$ cat src/rtl/pipe_hazard_unit.sv
// pipe_hazard_unit: scoreboard-based hazard and forwarding controller.
// Tracks in-flight destination registers from EX through the last forwarding
// stage. Drives EX operand forward selects, the load-use stall, and the
// redirect flushes. Also keeps saturating stall and flush counters.
module pipe_hazard_unit #(
  parameter int FWD_STAGES = 2,
  parameter int LOAD_LAT   = 1,
  parameter int CNT_W      = 16,
  localparam int FSW       = $clog2(FWD_STAGES + 1)
) (
  input  logic             clk,
  input  logic             rst,
  input  logic             id_valid,
  input  logic [4:0]       id_rs1,
  input  logic [4:0]       id_rs2,
  input  logic             id_rs1_used,
  input  logic             id_rs2_used,
  input  logic [4:0]       id_rd,
  input  logic             id_rd_wr,
  input  logic             id_is_load,
  input  logic             ex_redirect,
  output logic             stall_id,
  output logic             flush_ifid,
  output logic             flush_idex,
  output logic [FSW-1:0]   ex_fwd1_sel,
  output logic [FSW-1:0]   ex_fwd2_sel,
  output logic [CNT_W-1:0] stall_cnt,
  output logic [CNT_W-1:0] flush_cnt
);

  // Index 0 is the instruction in EX; index k is k stages after EX.
  logic       valid_q  [0:FWD_STAGES];
  logic [4:0] rd_q     [0:FWD_STAGES];
  logic       rdWr_q   [0:FWD_STAGES];
  logic       isLoad_q [0:FWD_STAGES];

  // Source operands are only needed for the instruction sitting in EX.
  logic [4:0] rs1_q, rs2_q;
  logic       rs1Used_q, rs2Used_q;

  logic             valid0_d;
  logic             loadHazard;
  logic [CNT_W-1:0] stallCnt_q, stallCnt_d;
  logic [CNT_W-1:0] flushCnt_q, flushCnt_d;

  // A producer matches a source only if it writes a non-zero register.
  function automatic logic srcMatch(input logic v, input logic wr,
                                    input logic [4:0] rd, input logic [4:0] rs);
    return v && wr && (rd == rs) && (rs != 5'd0);
  endfunction

  // Forward selects come only from registered state; scanning from the oldest
  // stage down lets the youngest matching producer overwrite the selection.
  always_comb begin
    ex_fwd1_sel = '0;
    ex_fwd2_sel = '0;
    for (int k = FWD_STAGES; k >= 1; k--) begin
      if (valid_q[0] && rs1Used_q && srcMatch(valid_q[k], rdWr_q[k], rd_q[k], rs1_q))
        ex_fwd1_sel = FSW'(k);
      if (valid_q[0] && rs2Used_q && srcMatch(valid_q[k], rdWr_q[k], rd_q[k], rs2_q))
        ex_fwd2_sel = FSW'(k);
    end
  end

  // Load-use detection: a load whose data is not yet available feeds a used ID source.
  always_comb begin
    loadHazard = 1'b0;
    for (int j = 0; j < LOAD_LAT; j++) begin
      if (valid_q[j] && isLoad_q[j] &&
          ((id_rs1_used && srcMatch(valid_q[j], rdWr_q[j], rd_q[j], id_rs1)) ||
           (id_rs2_used && srcMatch(valid_q[j], rdWr_q[j], rd_q[j], id_rs2))))
        loadHazard = 1'b1;
    end
  end

  // Redirect wins over the stall since the stalled ID instruction is wrong-path.
  always_comb begin
    stall_id   = id_valid && loadHazard && !ex_redirect;
    flush_ifid = ex_redirect;
    flush_idex = ex_redirect;
    valid0_d   = id_valid && !stall_id && !ex_redirect;
    stallCnt_d = stallCnt_q;
    flushCnt_d = flushCnt_q;
    if (stall_id && (stallCnt_q != {CNT_W{1'b1}}))
      stallCnt_d = stallCnt_q + 1'b1;
    if (ex_redirect && (flushCnt_q != {CNT_W{1'b1}}))
      flushCnt_d = flushCnt_q + 1'b1;
  end

  // Scoreboard shift, EX-entry load and counter update; reset discards everything in flight.
  always_ff @(posedge clk) begin
    if (rst) begin
      for (int k = 0; k <= FWD_STAGES; k++)
        valid_q[k] <= 1'b0;
      stallCnt_q <= '0;
      flushCnt_q <= '0;
    end else begin
      for (int k = 1; k <= FWD_STAGES; k++) begin
        valid_q[k]  <= valid_q[k-1];
        rd_q[k]     <= rd_q[k-1];
        rdWr_q[k]   <= rdWr_q[k-1];
        isLoad_q[k] <= isLoad_q[k-1];
      end
      valid_q[0]  <= valid0_d;
      rd_q[0]     <= id_rd;
      rdWr_q[0]   <= id_rd_wr;
      isLoad_q[0] <= id_is_load;
      rs1_q       <= id_rs1;
      rs2_q       <= id_rs2;
      rs1Used_q   <= id_rs1_used;
      rs2Used_q   <= id_rs2_used;
      stallCnt_q  <= stallCnt_d;
      flushCnt_q  <= flushCnt_d;
    end
  end

  assign stall_cnt = stallCnt_q;
  assign flush_cnt = flushCnt_q;

endmodule

$ cat config.mk
export PLATFORM = sky130hd
export DESIGN_NAME = pipe_hazard_unit
export DESIGN_NICKNAME = d
export VERILOG_FILES = /design/src/rtl/pipe_hazard_unit.sv
export SDC_FILE = /design/constraint.sdc
export NUM_CORES = 1
export LEC_CHECK = 0
export CORE_AREA = 5 5 61 118
export DETAILED_ROUTE_END_ITERATION = 6
export DIE_AREA = 0 0 66 123
export PLACE_DENSITY = 0.78
export SLEW_MARGIN = 30
export SYNTH_ARGS = -nofsm -noshare
export SYNTH_HDL_FRONTEND = slang
export SYNTH_SLANG_ARGS = --single-unit
$ cat constraint.sdc
create_clock -name clk -period 2.6 [get_ports clk]
set_input_delay 0.39 -clock clk [delete_from_list [all_inputs] [get_ports clk]]
set_output_delay 0.39 -clock clk [all_outputs]
set_load 0.1 [all_outputs]
run_1/congestion.png
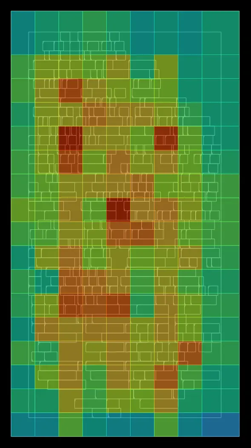
met1 Use GR: 0.222
Routed WL per cell: 15.3 µm
met3 usage: 0.0491

run_1/cell_density.png
The die is cut into 7 by 12 equal tiles; black is low, pale yellow is high, 0 to 100% covered.
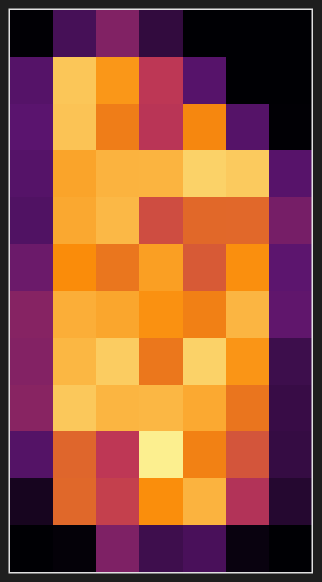
The mean over all tiles is 49%. 33% of the tiles are over 75% full. 12% of the tiles are nearly empty. The emptiest ninth of the die: top right.

run_1/flops_by_reg.png
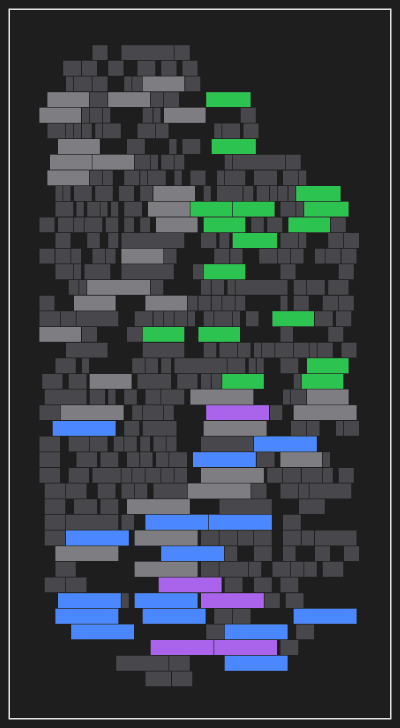
Key: `rs1_q` = purple [flops 5, where bottom middle]; `stall_cnt` = green [flops 16]; `rd_q` = blue [flops 15]
Another 30 sequential cells are not colored.

run_1/sizes.png
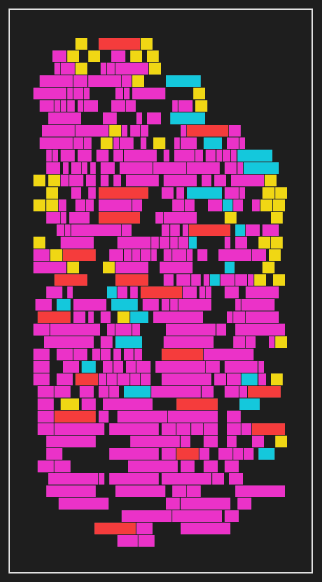
Key: _6 and larger = red [cells 18, share 5.0%]; _2 cells = cyan [cells 21, share 5.8%]; _3 and _4 cells = yellow [cells 41, share 11%]; _0 and _1 cells = magenta [cells 279, share 78%]

run 1: registers in the layout, indices dropped and copies added (netlist names):
name / flops
flush_cnt: 16
isLoad_q: 1
rdWr_q: 3
rd_q: 15
rs1Used_q: 1
rs1_q: 5
rs2Used_q: 1
rs2_q: 5
stall_cnt: 16
valid_q: 3
run 1: worst paths after layout:
path	startpoint	to	slack (ns)	cells past startpoint
setup / recovery	id_rs2[0]	stall_id	0.09	6
hold / removal	id_rs1[2]	rs1_q[2]$_DFFE_PN_	0.42	1
setup reg to reg	rd_q[0][3]$_DFFE_PN_	stall_cnt[10]$_SDFFE_PP0P_	0.50	6
hold reg to reg	rdWr_q[0][0]$_DFFE_PN_	rdWr_q[0][1]$_DFFE_PN_	0.47	0
==> results.cfg, run 1 <==
; generated from flow reports
[synth]
synth_cells = 283
ys_sh_simple = 0.235
synth-async-reset-ratio = 0
top_cells_by_area = edfxtp_1 30%, dfxtp_1 23%, xnor2_1 7.7%, xor2_1 3.7%, nand4_1 3.7%
common_cells = 35 x dfxtp_1, 31 x edfxtp_1, 27 x xnor2_1
synth.logic.top_family = simple AND/OR/NAND/NOR gates
yosys_warnings = 0
post-synth-top-count-cell = dfxtp_1
xor_area_frac = 0.114
ys_area_mm2 = 0.00306
postSynthSeqShare = 0.533
yosys.area.top_type = edfxtp_1
ys_cells = 283
synth_nets = 308
edf_count = 31
top_area_frac = 0.304
adder_share = 0.00817
ys.flop_type = dfxtp_1
aoi_share = 0.0801
syn_area_mm2 = 0.00306
synth_cell_types = 48
syn-mean-instance-area_um2 = 10.8
mux_area_frac = 0.00694
ys_ff = 66

[pwr]
power_mw = 2.58
pwr-share-comb = 0.080
power.internal_mw = 2.03
leakagePower_nw = 1.50
p_per_area_mw_per_mm2 = 631
p_clk_frac = 0.464
largestPowerGroup = the clock network
switching_share = 0.216
peakVddDrop_v = 0.000560
pg_clk_mw = 1.20
powerSeq_mw = 1.18
p_comb_uw = 207
p_sw_uw = 557
seq_power_share = 0.456

[placed_design]
hpwl_um = 4950
postPlaceCellArea_mm2 = 0.00377
placed_cells = 429
portBuffers = 61
pre_cts_slack_ns = 0.0601
globalplace.congestion = 0.872

[route]
ant_nets = 0
vias = 2477
firstDrtPassIters = 4
maxUsedRoutingLayer = met4
wl_met3_um = 473
dr_wl_met2_um = 3420
drt_wl_total_um = 6800
vias_per_cell = 5.57
drc = 0
drt-met1-wl_um = 2800

[clocking]
cts_root_buf = clkbuf_16
cts_setup_buffers = 0
clk_pin_slew_ns = 0.05
postCtsHoldBufs = 0
clock_path_buffers = 2
tritoncts = built
cts_max_level = 3
cts.sinks = 66
cts_buffers = 9
cts-resized-gates = 0
insertion_delay_ns = 0.32

[die]
fp_util = 0.493
chipArea_mm2 = 0.00812
die_h_um = 123
io_pins = 62
taps = 86
rows = 41
fp.dieW_um = 66
core_area_mm2 = 0.00621

[finish]
comb_share = 0.341
seq_area_mm2 = 0.00164
final_util = 0.659
stdcell_count = 445
clock_area_frac = 0.0731
n_all_buffers = 68
fillers = 473
seq_share = 0.400
lay_top_cells = 40 x buf_4, 31 x edfxtp_1, 30 x dfxtp_1
synthToLayoutAreaGrowth_pct = 33.6
antenna_cells = 0
inverters = 2
buf_share = 0.157
drive_above_1_share = 0.223
layout_top_cell = buf_4
design_area_mm2 = 0.00409
nets = 379
flops = 66
comb_cells = 207
clkbuf_count = 14
comb_area_mm2 = 0.00140
largest_class = registers

[sta]
rsz0062_at_grt = no
finalSetupViolations = 0
min_period_over_period = 0.965
fmax_mhz = 398
setup_slack_ns = 0.0904
worstMarginPinSlew_ns = 0.464
final.setup.tns_ns = 0
hold_viol_final = 0
finalCriticalPeriod_ns = 2.51
slew_headroom = 0.691
drv_slew = 0
fin_skew_ns = 0.00317
hold_slack_ns = 0.420

[flow_run]
warnings = 27
cap_violations = 0

[global_routing]
gr-total-overflow = 0
busiest_layer = met2
grt.met2_usage = 0.293
grt_max_degree = 39
grtUsageTotal = 0.181
grt_pass1_vias = 2442
antenna_found_initial = 0
grt_pass1_wl_um = 11300

[worst_hold_path]
hp-class = primary input to flip-flop

[worst_setup_path]
cp_slowest_cell = or4_1
crit_buf_inv = 2
end_kind = output pin
critPathTopFamily = simple AND/OR/NAND/NOR gates
slowest_delay_ns = 0.60
path_cells = clkdlybuf4s50_1, xnor2_1, nand4_1, or4_1, nand2_2, buf_12
critPathMaxFanout = 3
worstPathRequired_ns = 2.21
critPathKind = primary input to output pin
critPathLaunchType = primary input

[outcome]
status = finished clean
run_1/placement_by_type.png
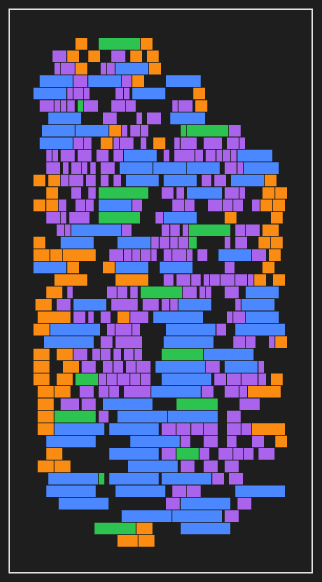

==> run 2, diff against run 1 <==
--- a/config.mk
+++ b/config.mk
@@ -9,6 +9,7 @@
 export DETAILED_ROUTE_END_ITERATION = 6
 export DIE_AREA = 0 0 66 123
 export PLACE_DENSITY = 0.78
+export SETUP_SLACK_MARGIN = 0.4
 export SLEW_MARGIN = 30
 export SYNTH_ARGS = -nofsm -noshare
 export SYNTH_HDL_FRONTEND = slang
run_2/placement_by_type.png
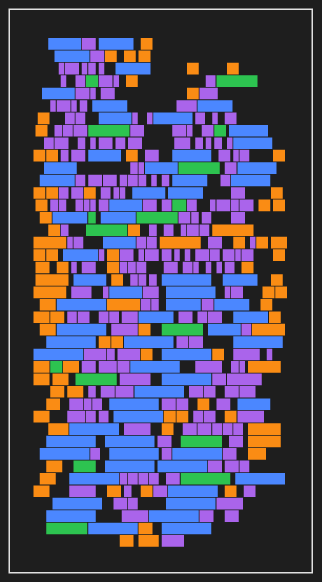
Key: remaining buffers and delay cells = orange [cells 84]; sequential cells = blue [cells 66]; clock drivers and dummy loads = green [cells 16]; combinational and other logic = purple [cells 209]

==> run 2 against run 1 <==
Synthesized area stayed put. Non-clock buffer count rose by 16. Synthesized cell count unchanged. Combinational power grew 15%. Via count is 5.3% higher. Largest power group unchanged. Fmax grew 6.6%.
==> results.cfg, run 2 <==
; generated from flow reports
[synth]
edf_count = 31
synth_cell_types = 48
ys.flop_type = dfxtp_1
yosys.area.top_type = edfxtp_1
post-synth-top-count-cell = dfxtp_1
ys_area_mm2 = 0.00306
synth_cells = 283
syn_area_mm2 = 0.00306
common_cells = 35 x dfxtp_1, 31 x edfxtp_1, 27 x xnor2_1

[worst_setup_path]
slowest_delay_ns = 0.57
path_cells = xnor2_2, nand3_1, or4_4, nand2_4, buf_12
cp_slowest_cell = or4_4
worstPathRequired_ns = 2.21
crit_buf_inv = 1
cp-startpoint = rd_q[0][2]$_DFFE_PN_
end_kind = output pin
critPathTopFamily = simple AND/OR/NAND/NOR gates

[placed_design]
postPlaceCellArea_mm2 = 0.00385
pre_cts_slack_ns = -0.0122
hpwl_um = 5110

[die]
rows = 41
core_area_mm2 = 0.00621
taps = 86
die_h_um = 123
chipArea_mm2 = 0.00812

[sta]
min_period_over_period = 0.905
hold_viol_final = 0
drv_slew = 0
slew_headroom = 0.665
final.setup.tns_ns = 0

[clocking]
cts_root_buf = clkbuf_16
postCtsHoldBufs = 0
cts_max_level = 3
insertion_delay_ns = 0.33
cts-resized-gates = 15
tritoncts = built

[route]
dr_wl_met2_um = 4130
firstDrtPassIters = 4
drt-met1-wl_um = 2900
ant_nets = 0
vias_per_cell = 5.66
wl_met3_um = 545
maxUsedRoutingLayer = met4

[global_routing]
grt_max_degree = 42
grt_pass1_vias = 2709
busiest_layer = met2
gr-total-overflow = 0
gr-usage-met3 = 0.0564

[outcome]
status = finished clean

[pwr]
seq_power_share = 0.449
power_mw = 2.61
p_comb_uw = 238
peakVddDrop_v = 0.000533
switching_share = 0.232
power.internal_mw = 2.01
p_clk_frac = 0.460
powerSeq_mw = 1.17
largestPowerGroup = the clock network
p_sw_uw = 605
pg_clk_mw = 1.20

[finish]
design_area_mm2 = 0.00441
synthToLayoutAreaGrowth_pct = 43.9
seq_share = 0.380
comb_cells = 207
comb_area_mm2 = 0.00149
flops = 66
stdcell_count = 461
n_all_buffers = 84
nets = 395
fillers = 456
drive_above_1_share = 0.339
clock_area_frac = 0.0693

[worst_hold_path]
hp-class = primary input to flip-flop
run_2/sizes.png
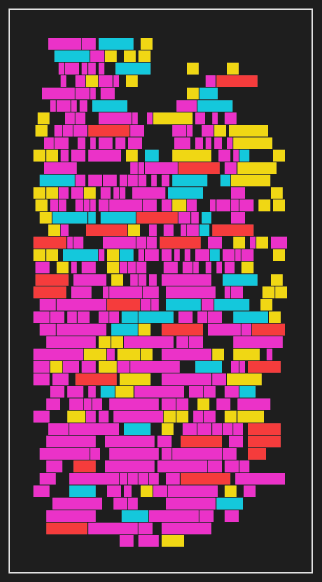
Key: _6 and larger = red [cells 22, share 5.9%]; _2 cells = cyan [cells 34, share 9.1%]; _3 and _4 cells = yellow [cells 71, share 19%]; _0 and _1 cells = magenta [cells 248, share 66%]

[run 2: cell counts after synthesis]
No cell type changed its count.
[run 2: cell families after synthesis]
family | count (synthesis) | share of synthesized area
and+or+nand+nor | 130 | 0.235
DFF | 66 | 0.533
xor gates and xnor gates | 40 | 0.114
AOI/OAI and AO/OA | 33 | 0.0801
buffers and inverters | 10 | 0.0225
muxes | 2 | 0.00694
adders and majority gates | 2 | 0.00817
[run 2: path summary, 6_finish.rpt]
kind | slack, ns | to | depth (start not counted)
setup / recovery | 0.25 | stall_id | 5
hold / removal | 0.34 | rs1_q[0]$_DFFE_PN_ | 1
setup reg to reg | 0.39 | stall_cnt[10]$_SDFFE_PP0P_ | 7
hold reg to reg | 0.48 | rdWr_q[0][1]$_DFFE_PN_ | 0
run_2/congestion.png
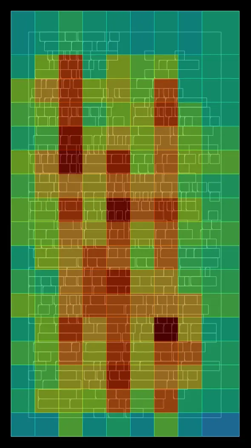

==> run 3, diff against run 2 <==
--- a/config.mk
+++ b/config.mk
@@ -9,7 +9,7 @@
 export DETAILED_ROUTE_END_ITERATION = 6
 export DIE_AREA = 0 0 66 123
 export PLACE_DENSITY = 0.78
-export SETUP_SLACK_MARGIN = 0.4
+export SETUP_SLACK_MARGIN = 0.05
 export SLEW_MARGIN = 30
 export SYNTH_ARGS = -nofsm -noshare
 export SYNTH_HDL_FRONTEND = slang
run_3/congestion.png
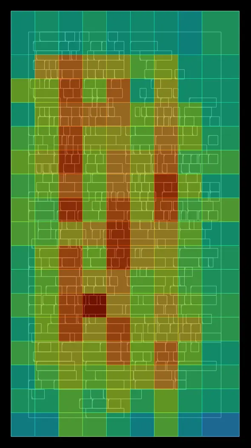
fin util: 0.662
met1 Use GR: 0.212
GRT Resource Usage Total: 0.180
layer with the highest usage: met2
met3 usage: 0.0409

run_3/flops_by_reg.png
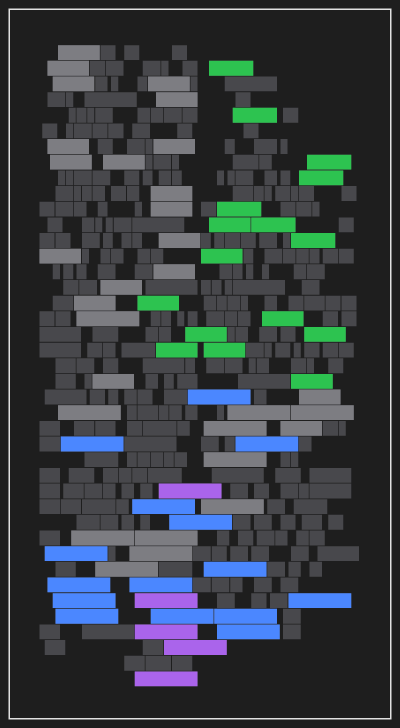
Key: `stall_cnt` = green [flops 16]; `rs1_q` = purple [flops 5, where bottom middle]; `rd_q` = blue [flops 15]

==> run 3 against run 2 <==
Largest cell class unchanged. Worst setup slack lost 0.16 ns. Critical path depth rose by 1. Wire length shrank 11%. Register-to-register slack better by 0.09 ns. Worst hold slack improved by 0.057 ns. Highest routed layer unchanged.
==> results.cfg, run 3 <==
; generated from flow reports
[sta]
hold_slack_ns = 0.401
drv_slew = 0
min_period_over_period = 0.967
slew_headroom = 0.687
fin_skew_ns = 0.00517
finalCriticalPeriod_ns = 2.51
worstMarginPinSlew_ns = 0.469
fmax_mhz = 398

[finish]
seq_area_mm2 = 0.00164
design_area_mm2 = 0.00411
synthToLayoutAreaGrowth_pct = 34.2
layout_top_cell = buf_4

[flow_run]
cap_violations = 0
warnings = 27

[worst_setup_path]
critPathLaunchType = primary input
crit_path_end = stall_id
end_kind = output pin
crit_buf_inv = 2
critPathMaxFanout = 3
slowest_delay_ns = 0.59
cp-startpoint = id_rs1[3]
rr_endpoint = stall_cnt[2]$_SDFFE_PP0P_
path_cells = clkdlybuf4s50_1, xnor2_2, nand4_1, or4b_1, nand2_2, buf_12

[clocking]
cts-resized-gates = 0
cts_root_buf = clkbuf_16
cts_buffers = 9
tritoncts = built
cts_setup_buffers = 0
clk_pin_slew_ns = 0.05
clock_path_buffers = 2
insertion_delay_ns = 0.33

[synth]
ys_cells = 283
top_area_frac = 0.304
top_cells_by_area = edfxtp_1 30%, dfxtp_1 23%, xnor2_1 7.7%, xor2_1 3.7%, nand4_1 3.7%
yosys_warnings = 0
synth_nets = 308
syn_area_mm2 = 0.00306
yosys.area.top_type = edfxtp_1
post-synth-top-count-cell = dfxtp_1
syn-mean-instance-area_um2 = 10.8
ys_area_mm2 = 0.00306

[worst_hold_path]
hp-start = id_rs2[0]
worst_hold_path.endpoint = rs2_q[0]$_DFFE_PN_
hp-class = primary input to flip-flop

[route]
drt_wl_total_um = 6890
vias = 2461
vias_per_cell = 5.53
drc = 0
maxUsedRoutingLayer = met4
drt-met1-wl_um = 2870
post_drt_wl_per_cell_um = 15.5
wl_met3_um = 374

[pwr]
p_comb_uw = 212
power.internal_mw = 1.88
p_per_area_mw_per_mm2 = 601
seq_power_share = 0.477
peakVddDrop_v = 0.000498
largestPowerGroup = sequential cells

[global_routing]
grt.met2_usage = 0.306
antenna_found_initial = 0

[placed_design]
globalplace.congestion = 0.892

[die]
rows = 41
fp.dieW_um = 66

[outcome]
status = finished clean
-- run 3: cell type report --
| class | instances | area share |
|---|---|---|
| Clock inverter | 7 | 0.0113 |
| Inverter | 2 | 0.00183 |
| Timing Repair Buffer | 68 | 0.160 |
| Sequential cell | 66 | 0.399 |
| Clock buffer | 9 | 0.0548 |
| Multi-Input combinational cell | 207 | 0.347 |
| Tap cell | 86 | 0.0262 |
-- run 3: logic make-up (layout without fill, tap and decap cells) --
kind of cell / count (synthesis) / after routing / share of synthesized area
multiplexers: 2 / 2 / 0.00694
AND-OR/OR-AND: 33 / 33 / 0.0801
XOR/XNOR: 40 / 40 / 0.114
buffers and inverters: 10 / 86 / 0.0225
flip-flops: 66 / 66 / 0.533
AND/OR/NAND/NOR: 130 / 130 / 0.235
adder cells (fa/ha/maj): 2 / 2 / 0.00817
Power and IR drop assume default switching activity.
